`config.mk`:
```
export PLATFORM = sky130hd
export DESIGN_NAME = disp_scan_out
export DESIGN_NICKNAME = d
export VERILOG_FILES = /design/src/rtl/disp_scan_out.sv
export SDC_FILE = /design/constraint.sdc
export NUM_CORES = 1
export LEC_CHECK = 0
export ABC_AREA = 1
export CELL_PAD_IN_SITES_DETAIL_PLACEMENT = 1
export CELL_PAD_IN_SITES_GLOBAL_PLACEMENT = 1
export CORE_MARGIN = 4
export CORE_UTILIZATION = 35
export DETAILED_ROUTE_END_ITERATION = 12
export PLACE_DENSITY_LB_ADDON = 0.1
export REMOVE_ABC_BUFFERS = 1
export SYNTH_ARGS = -nofsm -noshare
export SYNTH_HDL_FRONTEND = slang
export SYNTH_SLANG_ARGS = --single-unit
```
`constraint.sdc`:
```
create_clock -name clk -period 1.8 [get_ports clk]
set_input_delay 0.45 -clock clk [delete_from_list [all_inputs] [get_ports clk]]
set_output_delay 0.45 -clock clk [all_outputs]
set_load 0.05 [all_outputs]
```
`src/rtl/disp_scan_out.sv`:
```
// Display scan-out: raster timing, frame-buffer read enables and a two-stage output pipeline
// that keeps pixel, DE and syncs aligned with the buffer's one-clock read latency.
module disp_scan_out #(
    parameter int unsigned DATA_WIDTH = 24,
    parameter int unsigned CNT_WIDTH  = 12,
    parameter int unsigned H_ACTIVE   = 8,
    parameter int unsigned H_FP       = 2,
    parameter int unsigned H_SYNC     = 2,
    parameter int unsigned H_BP       = 2,
    parameter int unsigned V_ACTIVE   = 1,
    parameter int unsigned V_FP       = 1,
    parameter int unsigned V_SYNC     = 1,
    parameter int unsigned V_BP       = 1
) (
    input  logic                  clk,
    input  logic                  reset,
    input  logic                  en,
    input  logic                  buf_rdy,
    input  logic [DATA_WIDTH-1:0] rd_data,
    output logic                  rd_en_n,
    output logic [DATA_WIDTH-1:0] pix_data,
    output logic                  de,
    output logic                  hsync,
    output logic                  vsync,
    output logic                  frame_done,
    output logic                  underflow
);

    localparam int unsigned H_TOTAL = H_ACTIVE + H_FP + H_SYNC + H_BP;
    localparam int unsigned V_TOTAL = V_ACTIVE + V_FP + V_SYNC + V_BP;

    localparam logic [CNT_WIDTH-1:0] HActEnd = CNT_WIDTH'(H_ACTIVE);
    localparam logic [CNT_WIDTH-1:0] HsBeg   = CNT_WIDTH'(H_ACTIVE + H_FP);
    localparam logic [CNT_WIDTH-1:0] HsEnd   = CNT_WIDTH'(H_ACTIVE + H_FP + H_SYNC);
    localparam logic [CNT_WIDTH-1:0] HLast   = CNT_WIDTH'(H_TOTAL - 1);
    localparam logic [CNT_WIDTH-1:0] VActEnd = CNT_WIDTH'(V_ACTIVE);
    localparam logic [CNT_WIDTH-1:0] VsBeg   = CNT_WIDTH'(V_ACTIVE + V_FP);
    localparam logic [CNT_WIDTH-1:0] VsEnd   = CNT_WIDTH'(V_ACTIVE + V_FP + V_SYNC);
    localparam logic [CNT_WIDTH-1:0] VLast   = CNT_WIDTH'(V_TOTAL - 1);

    typedef enum logic [0:0] {StIdle, StScan} state_e;

    state_e                 state_q, state_d;
    logic [CNT_WIDTH-1:0]   h_cnt_q, h_cnt_d;
    logic [CNT_WIDTH-1:0]   v_cnt_q, v_cnt_d;
    logic                   frame_ok_q, frame_ok;
    logic                   scan, at_origin, at_last;
    logic                   act_s0, hs_s0, vs_s0, last_s0;
    logic                   act_q1, ok_q1, hs_q1, vs_q1, last_q1;

    // State register
    always_ff @(posedge clk) begin
        if (reset) begin
            state_q <= StIdle;
        end else begin
            state_q <= state_d;
        end
    end

    // Next-state logic
    always_comb begin
        state_d = state_q;
        unique case (state_q)
            StIdle: if (en) state_d = StScan;
            StScan: if (at_last && !en) state_d = StIdle;
            default: state_d = StIdle;
        endcase
    end

    // Stage-0 decode and the combinational read enable
    always_comb begin
        scan      = (state_q == StScan);
        at_origin = (h_cnt_q == '0) && (v_cnt_q == '0);
        at_last   = (h_cnt_q == HLast) && (v_cnt_q == VLast);
        // buf_rdy is taken live at (0,0) so the first pixel's read is not lost
        frame_ok  = at_origin ? buf_rdy : frame_ok_q;
        act_s0    = scan && (h_cnt_q < HActEnd) && (v_cnt_q < VActEnd);
        hs_s0     = scan && (h_cnt_q >= HsBeg) && (h_cnt_q < HsEnd);
        vs_s0     = scan && (v_cnt_q >= VsBeg) && (v_cnt_q < VsEnd);
        last_s0   = scan && at_last;
        rd_en_n   = !(act_s0 && frame_ok);
    end

    always_comb begin
        h_cnt_d = '0;
        v_cnt_d = '0;
        if (scan && !at_last) begin
            if (h_cnt_q == HLast) begin
                v_cnt_d = v_cnt_q + CNT_WIDTH'(1);
            end else begin
                h_cnt_d = h_cnt_q + CNT_WIDTH'(1);
                v_cnt_d = v_cnt_q;
            end
        end
    end

    always_ff @(posedge clk) begin
        if (reset) begin
            h_cnt_q    <= '0;
            v_cnt_q    <= '0;
            frame_ok_q <= 1'b0;
            underflow  <= 1'b0;
        end else begin
            h_cnt_q    <= h_cnt_d;
            v_cnt_q    <= v_cnt_d;
            frame_ok_q <= scan && frame_ok;
            if (scan && at_origin && !buf_rdy) underflow <= 1'b1;
        end
    end

    // Stage 1 tracks the buffer read latency; stage 2 is the aligned output register
    always_ff @(posedge clk) begin
        if (reset) begin
            act_q1     <= 1'b0;
            ok_q1      <= 1'b0;
            hs_q1      <= 1'b0;
            vs_q1      <= 1'b0;
            last_q1    <= 1'b0;
            de         <= 1'b0;
            pix_data   <= '0;
            hsync      <= 1'b0;
            vsync      <= 1'b0;
            frame_done <= 1'b0;
        end else begin
            act_q1     <= act_s0;
            ok_q1      <= scan && frame_ok;
            hs_q1      <= hs_s0;
            vs_q1      <= vs_s0;
            last_q1    <= last_s0;
            de         <= act_q1 && ok_q1;
            pix_data   <= (act_q1 && ok_q1) ? rd_data : '0;
            hsync      <= hs_q1;
            vsync      <= vs_q1;
            frame_done <= last_q1;
        end
    end

endmodule

```
Fig. 1: run 1, selected gate families
(4 px per µm)
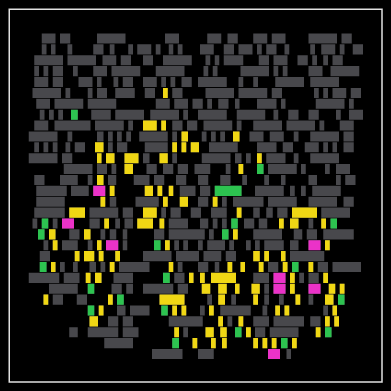
magenta -> xor and xnor cells  # cells 8
green -> aoi and oai cells  # cells 21
yellow -> nand cells  # cells 102
Non-Filler Instances: 546
logic share of the area: 32.9%

Fig. 2: run 1, zoomed window
Window x 31 to 61, y 50 to 80 µm. Cells in gray, sequential cells in the stronger gray; small squares are vias.
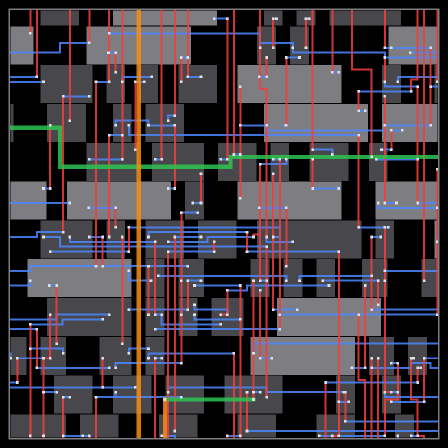
orange -> M4
red -> M2
green -> M3
blue -> M1
most frequent = buf_4 (14), dfxtp_1 (10), nor2_1 (9)
cells with their middle in the window = 60
sequential cells in the window = 10
netlist names of flops here include = pix_data (4)

==> out/results.tsv, run 1 <==
metric	value	unit
die area	8610	µm²
Final Setup Violations	1	
Clock Skew	0.00661	ns
CTS max path bufs	2	
GPL Wtd Cong	0.824	
Horiz. Die Dim	92.8	µm
CTS Buf Count	9	
DR pass1 iterations	4	
min-delay worst type	flip-flop to flip-flop	
Top Ports	58	
vias per inst	4.45	
Synth-to-Final Area Change	50.3	%
CP peak stage delay	0.33	ns
Clk pin slew, worst setup/hold paths	0.06	ns
gr ovfl total	0	
kind of critical path	flip-flop to primary output	
Syn Area/Cell	7.25	µm²
Critical-path top delay cell	dfxtp_2	
H-tree depth	3	
WHS Path Cells	2	
Worst Setup SP	v_cnt_q[9]	
Yosys reg bits	59	
crit start category	flip-flop	
FILL cells	886	
GR Util met2	32.3	%
first-pass GRT wire length	11900	µm
hold_buf cts	0	
Final nets	480	
Crit. End Element	primary output	
WP data arrival	1.58	ns
clock sinks	59	
met3 Use GR	4.79	%
Sequential cell area	1200	µm²
routed wl met2	3780	µm
Commonest Layout Cell	nand2_1	
Mapped Cells	347	
WP data required	1.35	ns
routed wl met3	238	µm
reg-to-reg startpoint	v_cnt_q[1]	
RSZ-0062 raised after global routing	yes	
Yosys chip area	2520	µm²
end of the worst register-to-register path	underflow	
Hold Path End	hsync	
outcome	finished with violations	
setup ws final	-0.231	ns
Reg with most FFs	pix_data	
failing checks	negative setup slack	
CP Depth	7	
proportion of layout cells with a drive suffix above 1	30.9	%
Area leader share	46.9	%
Slew @ Worst Pin	0.411	ns
Fin. Hold Viols	0	
clk latency late pin	0.34	ns
P_leak	0.00175	µW
FP Core Util	36.4	%
die height	92.8	µm
Max-Slew Margin vs Limit	72.4	%
Setup crit end	rd_en_n	
worst path cell trace	nor2_4 -> nand2_2 -> nor3_4 -> nand2_1 -> nand2_2 -> nand3_2 -> buf_12	
Site Rows	30	
asr flop ratio synth	0	%
crit share post-route	113	%
Worst path most repeated cell	nand2_2	
gr busiest metal	met2	
CP Max Fanout	2	
Slew Viols, Final	0	
Fig. 3: run 1, signal wires by layer
(4 px per µm) Only two layers are drawn.
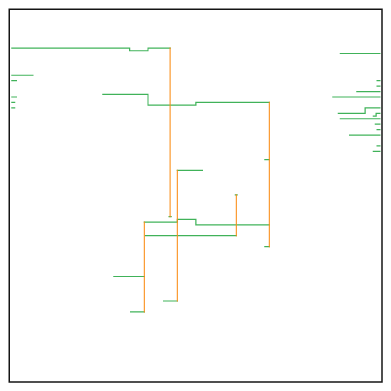
green -> M3  # wire length 239 µm
orange -> M4  # wire length 144 µm
drt total wl: 7140 µm
overall routing resource usage: 17.7%
Vias: 2431

Fig. 4: run 1, M1 wires
(4 px per µm) Supply wires on this layer in gray.
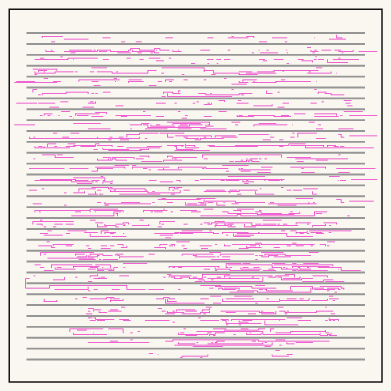
share of all routed wire = 42%
wire length on this layer = 2980 µm
main direction = horizontal
nets with wire on the layer = 454
longest straight run = 27.6 µm
GR Util met1: 19.3%

## run 1: synth_stat cells, types with 2 or more instances
| cell type | number |
|---|---|
| nand4_1 | 8 |
| ha_1 | 6 |
| xnor2_1 | 3 |
| xor2_1 | 5 |
| o21ai_0 | 2 |
| inv_1 | 61 |
| nand2_1 | 73 |
| buf_6 | 2 |
| or2_0 | 2 |
| buf_2 | 4 |
| nor2_1 | 66 |
| nand2_2 | 4 |
| nand3_1 | 15 |
| a21oi_1 | 18 |
| clkbuf_1 | 2 |
| dfxtp_1 | 59 |
| nor3_1 | 7 |
## run 1: kinds of logic after synthesis
group / Yosys count / synth area share, %
flops: 59 / 46.9
xor+xnor: 8 / 2.78
compound gates: 21 / 4.72
simple gates: 182 / 31.2
fa+ha+maj: 6 / 2.98
buf+inv: 71 / 11.4
## run 1: cell type report
class                      instances  area share [%]
tap                               96            3.17
inverter                          63            6.28
sequential                        59            31.8
multi-input combinational        217            32.9
timing repair buffer              96            21.5
clock buffer                      10            3.64
clock inverter                     5           0.793
## run 1: through the flow
stage           TNS [ns]  hold slack, ns  instances  instance area (µm²)
2_1_floorplan    -0.0436           0.388        339                 2470
3_3_place_gp   -0.000664           0.394        524                 3350
3_5_place_dp    -0.00183           0.402        524                 3350
4_1_cts           -0.182           0.415        546                 3730
5_1_grt           -0.303           0.444        546                 3780
6_report          -0.231           0.412        546                 3780
## run 1: power by group
group | internal [µW] | leakage [µW] | total (µW) | switching [µW]
Combinational | 108 | 0.00118 | 207 | 98.6
Clock | 520 | 0.0000839 | 1040 | 517
Sequential | 1310 | 0.000484 | 1320 | 4.45
Total | 1940 | 0.00175 | 2560 | 620
--- run 2 (diff from run 1) ---
Settings changed: CAP_MARGIN set to 30, CORE_ASPECT_RATIO set to 0.5.
Fig. 5: run 2, signal wires by layer
(4 px per µm) Only two layers are drawn.
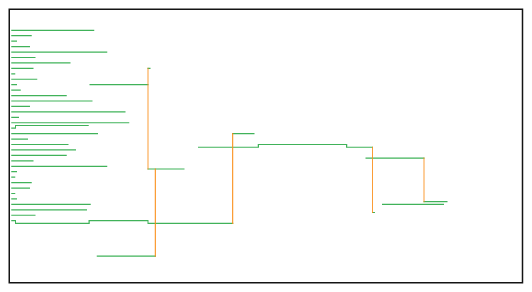
orange -> M4  # wire length 96.6 µm
green -> M3  # wire length 543 µm
drt total wl: 7600 µm
routed wire length per instance: 14.1 µm

Fig. 6: run 2, zoomed window
Window x 49 to 79, y 33 to 63 µm. Cells in gray, sequential cells in the stronger gray; small squares are vias.
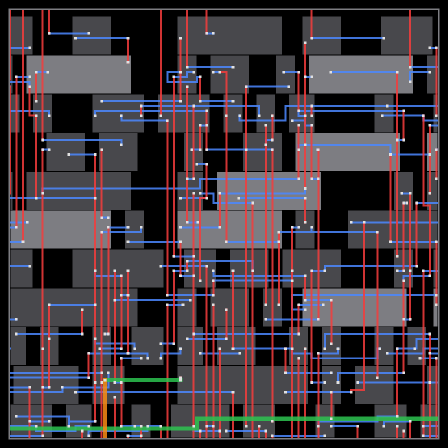
red -> M2
green -> M3
orange -> M4
blue -> M1
most frequent = buf_4 (9), inv_1 (8), nor2_1 (8)
cells with their middle in the window = 63
sequential cells in the window = 7
netlist names of flops here include = pix_data (2)

==> run 2 against run 1 <==
Against the previous run:
- the flow still finishes with violations (negative setup slack)
- sequential cell count unchanged
- clock skew increased by 0.00053 ns
- via count increased by 1.6%
- critical path depth increased by 1
- count of clock-buffer cells in the layout decreased by 1
- routed wire length increased by 6.4%
- cell count decreased by 1.1%
- non-clock buffer count decreased by 3
- worst setup slack got worse by 0.026 ns
- sequential power about the same
==> out/results.tsv, run 2 <==
metric	value	unit	change
die height	68.0	µm	was 92.8 µm
Commonest Layout Cell	nand2_1		unchanged
gr ovfl total	0		unchanged
worst path cell trace	inv_2 -> ha_4 -> nand3_4 -> nor3_4 -> nand2_1 -> nand2_2 -> nand3_2 -> buf_12		was nor2_4 -> nand2_2 -> nor3_4 -> nand2_1 -> nand2_2 -> nand3_2 -> buf_12
Tap Count	92		was 96
Flops	59		unchanged
reg-to-reg startpoint	h_cnt_q[11]		was v_cnt_q[1]
overall routing resource usage	19.1	%	was 17.7%
asr flop ratio synth	0	%	unchanged
Final Setup Violations	1		unchanged
sw power	754	µW	was 620 µW
Worst Setup SP	h_cnt_q[1]		was v_cnt_q[9]
CTS max path bufs	2		unchanged
Top class by area	registers		was multi-input combinational cells
DR pass1 iterations	4		unchanged
Clk pin slew, worst setup/hold paths	0.06	ns	about the same
Syn Area/Cell	7.25	µm²	unchanged
vias per inst	4.58		was 4.45
CTS Buf Count	9		unchanged
Crit. End Element	primary output		unchanged
overall power	3260	µW	was 2560 µW
Comb power	206	µW	was 207 µW
Slew @ Worst Pin	0.401	ns	was 0.411 ns
Final Util	55.7	%	was 54.8%
Vias	2471		was 2431
bufs w/o clock	93		was 96
sequential cell area share	31.5	%	was 31.8%
min-delay worst type	flip-flop to flip-flop		unchanged
most frequent cells in the layout	nand2_1, buf_4, nor2_1		was nand2_1, buf_4, inv_1
CP peak stage delay	0.33	ns	about the same
Biggest consumer	the clock network		was sequential cells
DP Area	3330	µm²	was 3350 µm²
hold_buf cts	0		unchanged
power share of the combinational group	6.3	%	was 8.1%
Setup crit end	rd_en_n		unchanged
CTS tree	yes		unchanged
failing checks	negative setup slack		unchanged
WP data arrival	1.61	ns	was 1.58 ns
WP data required	1.35	ns	about the same
Fin Hold WS	0.412	ns	about the same
fin area	3800	µm²	was 3780 µm²
top-count cell post-synth	nand2_1		unchanged
Yosys chip area	2520	µm²	unchanged
Final nets	477		was 480
H-tree depth	3		unchanged
Reg with most FFs	pix_data		unchanged
Non-Filler Instances	540		was 546
setup ws final	-0.257	ns	was -0.231 ns
Slew Viols, Final	0		unchanged
Top Ports	58		unchanged
Clock Skew	0.00714	ns	was 0.00661 ns
GPL Wtd Cong	0.822		was 0.824
RSZ-0062 raised after global routing	yes		unchanged
proportion of layout cells with a drive suffix above 1	28.6	%	was 30.9%
Cells after DPL	518		was 524
Layout clock buffers	9		was 10
Seq power	1320	µW	about the same
end of the worst register-to-register path	v_cnt_q[2]		was underflow
clock sinks	59		unchanged
comb_multi_in	217		unchanged
crit start category	flip-flop		unchanged
logic share of the area	30.5	%	was 32.9%
CP Max Fanout	2		unchanged
Yosys reg bits	59		unchanged
Sw Share	23.1	%	was 24.2%
Horiz. Die Dim	128	µm	was 92.8 µm
first-pass GRT wire length	12600	µm	was 11900 µm
Fin. Hold Viols	0		unchanged
Data buffer area share	20.8	%	was 21.5%
Max-Slew Margin vs Limit	73.2	%	was 72.4%
Seq pwr share	40.6	%	was 51.5%
FILL cells	866		was 886
Critical-path top delay cell	dfxtp_2		unchanged
CP Depth	8		was 7
Clk power	1730	µW	was 1040 µW
outcome	finished with violations		unchanged
crit share post-route	114	%	was 113%
final setup TNS	-0.257	ns	was -0.231 ns
clock network power share	53.0	%	was 40.5%
clk latency late pin	0.33	ns	was 0.34 ns
register share after synthesis	46.9	%	unchanged
Sequential cell area	1200	µm²	about the same
FP Core Util	36.8	%	was 36.4%
Inverters	63		unchanged
P_int	2510	µW	was 1940 µW
WHS Path Cells	2		unchanged
Site Rows	21		was 30
Mapped Cells	347		unchanged
Area leader share	46.9	%	unchanged
Initial DRC Count	87		was 37
die area	8700	µm²	was 8610 µm²
P_leak	0.00177	µW	was 0.00175 µW
top post-synthesis cells by count	nand2_1, nor2_1, inv_1		unchanged
kind of critical path	flip-flop to primary output		unchanged
clock-cell share of area	7.93	%	was 4.43%
Synth-to-Final Area Change	51.0	%	was 50.3%
run 2: netlist changes by cell type in the layout (fill, tap and decap cells not counted), moves of 2 or more:
| cell | delta |
|---|---|
| clkbuf_8 | -10 |
| clkinv_2 | -2 |
| dfxtp_4 | -2 |
| clkbuf_16 | +9 |
| inv_6 | +2 |
| nand2_4 | -2 |
| nand3_4 | -2 |
| nor2_4 | -7 |
| buf_4 | -3 |
| nor2_1 | +6 |
run 2: per-layer routing:
layer  part of all wire (%)  vias to the layer above  global-route usage, %
met5                      0                        -                      0
met4                    1.3                        0                   7.67
met3                    7.1                       11                   8.34
met1                     41                     1170                   19.4
li1                       -                     1242                      -
met2                     51                       48                   35.5
run 2: what timing repair did:
item | in CTS | in global routing
endpoints found under the setup margin | 1 | 1
pin swaps | 14 | 6
gates resized | 34 | 8
buffers inserted | 4 | 2
run 2: cells by family (layout without fill, tap and decap cells):
family / after synthesis / after routing / share of synthesized area, %
fa+ha+maj: 6 / 6 / 2.98
flops: 59 / 59 / 46.9
xor+xnor: 8 / 8 / 2.78
buf+inv: 71 / 172 / 11.4
compound gates: 21 / 21 / 4.72
simple gates: 182 / 182 / 31.2
run 2: worst min path at each step:
stage / start / to / slack, ns
floorplan: last_q1 / frame_done / 0.39
global placement: vs_q1 / vsync / 0.40
detailed placement: vs_q1 / vsync / 0.40
CTS: last_q1 / frame_done / 0.42
global route: last_q1 / frame_done / 0.45
finish: last_q1 / frame_done / 0.41
run 2: tightest hold or removal path: stages, from the launching register on:
cell and delay, ns:
dfxtp_1 0.30, inv_1 0.04, nor2_1 0.03
--- run 3 (diff from run 2) ---
Settings changed: CAP_MARGIN 30 to 5, CTS_CLUSTER_DIAMETER set to 30.
Fig. 7: run 3, zoomed window
Window x 49 to 79, y 33 to 63 µm. Cells in gray, sequential cells in the stronger gray; small squares are vias.
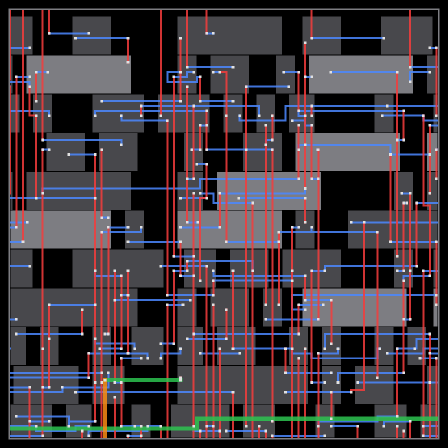
blue -> M1
green -> M3
orange -> M4
red -> M2
cells with their middle in the window = 63
most frequent = buf_4 (9), inv_1 (8), nor2_1 (8)
netlist names of flops here include = pix_data (2)
sequential cells in the window = 7

Fig. 8: run 3, selected gate families
(4 px per µm)
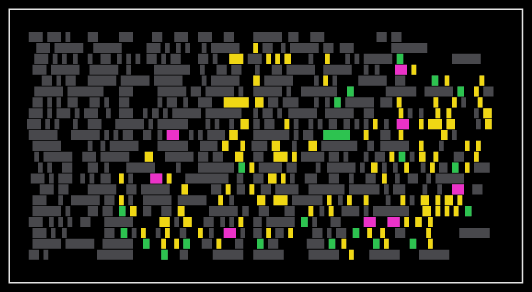
magenta -> xor and xnor cells  # cells 8
green -> aoi and oai cells  # cells 21
yellow -> nand cells  # cells 102
logic share of the area: 30.5%
Commonest Layout Cell: nand2_1
Non-Filler Instances: 540

==> run 3 against run 2 <==
Against the previous run:
- the flow still finishes with violations (negative setup slack)
- clock skew stayed put
- critical endpoint unchanged
- combinational power hardly changed
- largest cell class unchanged
- sequential cell count stayed put
- synthesized area stayed put
- critical path type unchanged
- final area stayed put
- global-route usage stayed put
- synthesized cell count stayed put
- maximum frequency stayed put
==> out/results.tsv, run 3 <==
metric	value	unit	change
outcome	finished with violations		unchanged
failing checks	negative setup slack		unchanged
routed wire length per instance	14.1	µm	unchanged
Initial DRC Count	87		unchanged
most frequent cells in the layout	nand2_1, buf_4, nor2_1		unchanged
Synth-to-Final Area Change	51.0	%	unchanged
overall power	3260	µW	unchanged
Top Ports	58		unchanged
H-tree depth	3		unchanged
overall routing resource usage	19.1	%	unchanged
Sw Share	23.1	%	unchanged
Sequential cell area	1200	µm²	unchanged
Seq power	1320	µW	about the same
CTS Buf Count	9		unchanged
asr flop ratio synth	0	%	unchanged
WHS Path Cells	2		unchanged
die height	68.0	µm	unchanged
clock sinks	59		unchanged
first-pass GRT wire length	12600	µm	unchanged
Clock Skew	0.00714	ns	unchanged
Post-CTS Setup Bufs	4		unchanged
WP data arrival	1.61	ns	about the same
P_leak	0.00177	µW	unchanged
Final Setup Violations	1		unchanged
Yosys reg bits	59		unchanged
sw power	754	µW	unchanged
RSZ-0062 raised after global routing	yes		unchanged
fin area	3800	µm²	unchanged
Crit. End Element	primary output		unchanged
die area	8700	µm²	unchanged
proportion of layout cells with a drive suffix above 1	28.6	%	unchanged
Fin Hold WS	0.412	ns	unchanged
Site Rows	21		unchanged
DR pass1 iterations	4		unchanged
FILL cells	866		unchanged
kind of critical path	flip-flop to primary output		unchanged
PostCTS Resize Cnt	34		unchanged
Max-Slew Margin vs Limit	73.2	%	unchanged
WP data required	1.35	ns	about the same
DP Area	3330	µm²	unchanged
CP Max Fanout	2		unchanged
CTS max path bufs	2		unchanged
Clk power	1730	µW	about the same
P_int	2510	µW	unchanged
Fin. Hold Viols	0		unchanged
register share after synthesis	46.9	%	unchanged
setup ws final	-0.257	ns	unchanged
CP Depth	8		unchanged
top post-synthesis cells by count	nand2_1, nor2_1, inv_1		unchanged
Biggest consumer	the clock network		unchanged
min-delay worst type	flip-flop to flip-flop		unchanged
Yosys chip area	2520	µm²	unchanged
Final nets	477		unchanged
Slew @ Worst Pin	0.401	ns	unchanged
final setup TNS	-0.257	ns	unchanged
Syn Area/Cell	7.25	µm²	unchanged
Horiz. Die Dim	128	µm	unchanged
worst path cell trace	inv_2 -> ha_4 -> nand3_4 -> nor3_4 -> nand2_1 -> nand2_2 -> nand3_2 -> buf_12		unchanged
power share of the combinational group	6.3	%	about the same
top-count cell post-synth	nand2_1		unchanged
GPL Wtd Cong	0.822		unchanged
Comb power	206	µW	about the same
FP Core Util	36.8	%	unchanged
clock network power share	53.0	%	about the same
-- run 3: cell counts after synthesis --
No cell type changed its count.
-- run 3: cell families after synthesis --
| kind of cell | after synthesis | share of synthesized area [%] |
|---|---|---|
| adder cells (fa/ha/maj) | 6 | 2.98 |
| flip-flops | 59 | 46.9 |
| AND/OR/NAND/NOR | 182 | 31.2 |
| AND-OR/OR-AND | 21 | 4.72 |
| XOR/XNOR | 8 | 2.78 |
| buffers and inverters | 71 | 11.4 |
-- run 3: area by class of cell --
type                       count  share of cell area [%]
inverter                      63                    6.25
clock buffer                   9                    5.92
clock inverter                 7                    2.01
tap                           92                    3.03
timing repair buffer          93                    20.8
multi-input combinational    217                    30.5
sequential                    59                    31.5
-- run 3: stage by stage --
stage / worst slack, ns / util (%) / std cells
final: -0.257 / 55.7 / 540
after global routing: -0.329 / 55.7 / 540
after CTS: -0.234 / 55.1 / 538
after detailed placement: -0.0827 / 48.7 / 518
after global placement: -0.00938 / 48.7 / 518
after floorplan: -0.0436 / - / 339
-- run 3: layer usage --
metal  global-route usage (%)  wire length [µm]  vias up
met4                     7.67                96        0
met1                     19.4              3080     1170
met5                        0                 0        -
met3                     8.34               542       11
li1                         -                 -     1242
met2                     35.5              3870       48
-- run 3: worst paths after layout --
| kind | start | endpoint | slack (ns) |
|---|---|---|---|
| max | h_cnt_q[1] | rd_en_n | -0.26 |
| min | last_q1 | frame_done | 0.41 |
| max reg2reg | h_cnt_q[11] | v_cnt_q[2] | 0.15 |
| min reg2reg | last_q1 | frame_done | 0.41 |
-- run 3: worst register-to-register path, cell delays in order (launching register included) --
cell     delay, ns
dfxtp_2       0.33
nor2_2        0.11
nand2_2       0.13
buf_4         0.16
buf_4         0.13
nor3_4        0.23
buf_4         0.23
o21ai_0       0.11
a21oi_1       0.15
Power is estimated from default activity; no workload was simulated.
